==> config.mk <==
export PLATFORM = sky130hd
export DESIGN_NAME = inta_cascade_sequencer_flat
export DESIGN_NICKNAME = d
export VERILOG_FILES = /design/src/rtl/inta_cascade_sequencer_if.sv /design/src/rtl/inta_cascade_sequencer.sv /design/src/flat_wrapper.sv
export SDC_FILE = /design/constraint.sdc
export NUM_CORES = 1
export LEC_CHECK = 0
export CORE_MARGIN = 2
export CORE_UTILIZATION = 30
export DETAILED_ROUTE_END_ITERATION = 10
export PLACE_DENSITY = 0.62
export SYNTH_ARGS = -nofsm -noshare
export SYNTH_HDL_FRONTEND = slang
export SYNTH_SLANG_ARGS = --single-unit
==> constraint.sdc <==
create_clock -name clk -period 2.2 [get_ports clk]
set_input_delay 0.44 -clock clk [delete_from_list [all_inputs] [get_ports clk]]
set_output_delay 0.44 -clock clk [all_outputs]
set_load 0.005 [all_outputs]
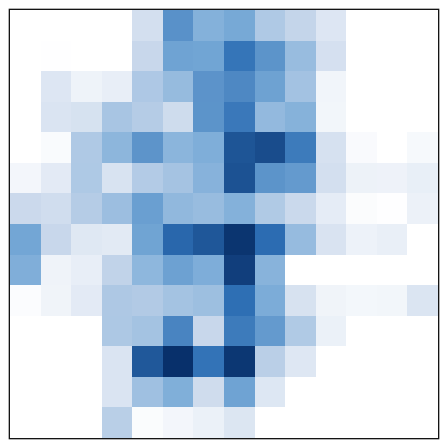
(wire density map)
14 x 14 tiles, from white (low) to dark blue (high), scaled to the fullest tile. Values are wire area over tile area, all layers added.
tiles over half the peak = 18%
fullest tile = 0.37
mean over tiles = 0.091
nearly empty tiles = 32%
densest ninth of the die = center
emptiest ninth of the die = south-east
Routed WL per cell: 13.3 µm
overall track demand over capacity in global routing: 0.121
Total Wirelength: 2720 µm

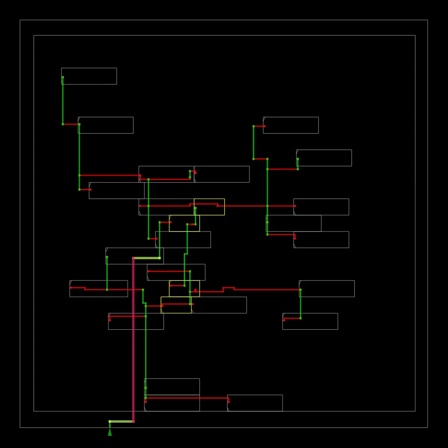
(the clock network)
Clock Skews: 0.00130 ns
reported clock group power: 286 µW
clock buffer count from CTS: 3

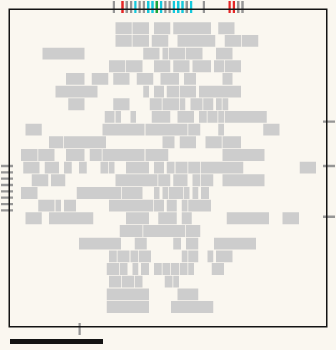
(ports around the boundary)
Bar = 20 µm. Pins as bars across the die edge, other pins in gray.
green -> bus_buf_mode  # pins 1, direction input, edge north
red -> bus_cas_out  # pins 3, direction output, edge north
cyan -> bus_slave_map  # pins 8, direction input, edge north
all pins by edge = 23 north, 8 west, 3 east, 1 south
count of input and output buffers: 34
floorplan die height: 67.8 µm

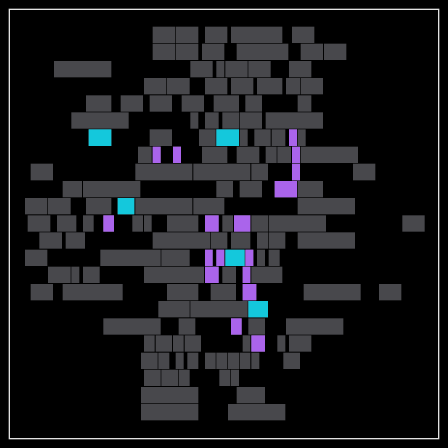
(logic cells by family)
purple -> NOR gates  # cells 17, most used nor2_1, where center
cyan -> AND-OR and OR-AND gates  # cells 5, where center
Top cell excl fill/tap: clkdlybuf4s50_1
non-filler instance count after layout: 204
logic gate fraction of the total cell area: 0.358

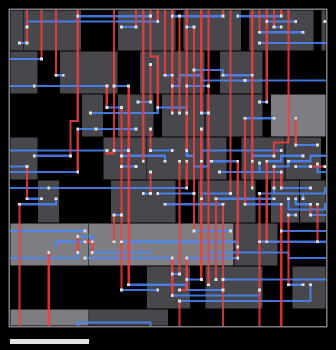
(layout detail)
Bar = 5 µm. Region (24, 37) to (44, 57) µm. Cells in gray, sequential cells in the stronger gray; small squares are vias.
blue -> met1
red -> met2
cells with their middle in the window = 27
sequential cells in the window = 2
most frequent = clkdlybuf4s50_1 (6), mux2_2 (3)

==> notes.md <==
Quick summary of the implementation run below.

The flow ran to the end, and the final reports show no timing, DRC or antenna violations. The area share of and/or/nand/nor cells after synthesis is 0.189. The number of gates resized after cts is 0. The clock tree from TritonCTS is done. The clock-pin transition on the worst setup and hold timing paths came out at 0.08 ns.

The pre-CTS setup slack is 0.0156 ns. The post-synthesis sequential element count came out at 22. The stat command in Yosys gives a chip area of 1220 µm². In the Yosys stats the netlist draws on 43 distinct library cells.

The count of final hold-check violations came out at 0. The floorplan row count came out at 23. The required time of the worst setup path came out at 2.35 ns. The count of clock tree sinks is 22. The fraction of power consumed by sequential logic came out at 0.468. The detailed placement HPWL is 2130 µm. For this block, the via count after detailed routing is 1,022.

The first global-routing pass estimated 4250 µm of wire. The ratio of total power to cell area is 730 nW/µm². The overall chip area is 4600 µm². The summed negative setup slack over all endpoints is 0 ns. Per the run report, area growth between synthesis and finish was 37.1%. The power group with the highest consumption is sequential cells. The x dimension of the die came out at 67.8 µm. The remaining antenna violation count came out at 0. The clock latency on the worst-skew pair is 0.25 ns. The cell that appears most often on the critical path is mux2_2. The power share of the clock group is 0.234. The H-tree depth is 1.

The via count of the first global-routing pass was 918. The post-synthesis adder-cell area fraction came out at 0.0102. The number of tap cells added at floorplan is 50. The maximum buffer depth of the clock tree is 2. The count of flip-flops with a built-in enable after synthesis came out at 0. The layout stage reports a final design area of 1680 µm². The count of instantiated cells in the yosys netlist is 117. The post-synthesis async set-or-reset flop share is 1.00. For this run, the leading register cell type out of synthesis is dfrtp_1. According to the finish report, the design has a final net count of 180. The combinational cell area excluding buffers and inverters came out at 599 µm².

According to the I/O placement log, the pin count is 35. The worst hold margin came out at 0.359 ns.
## synth_stat cells, types with 3 or more instances
cell,number,area (µm²)
dfrtp_1,19,475
inv_1,7,26.3
nor2_1,9,33.8
buf_4,3,22.5
a31oi_1,3,18.8
o21ai_0,8,40.0
nand3_1,5,25.0
mux2i_1,3,30.0
nand2_1,5,18.8
mux2_2,6,67.6
a21oi_1,3,15.0
or4_1,3,22.5
dfstp_2,3,78.8
o31ai_1,4,30.0
## metal layers
metal,share of wire,global-route usage,up-vias
met5,0,0,-
met4,0.0099,0.0450,0
met3,0.029,0.00987,2
met2,0.51,0.200,25
met1,0.45,0.165,491
li1,-,-,504
## worst max-delay path, delay by kind of cell
family	cells	cell delay, ns
AOI/OAI and AO/OA	1	0.31
buffers and inverters	1	0.53
muxes	2	0.59
and+or+nand+nor	1	0.17
Power and IR drop assume default switching activity.
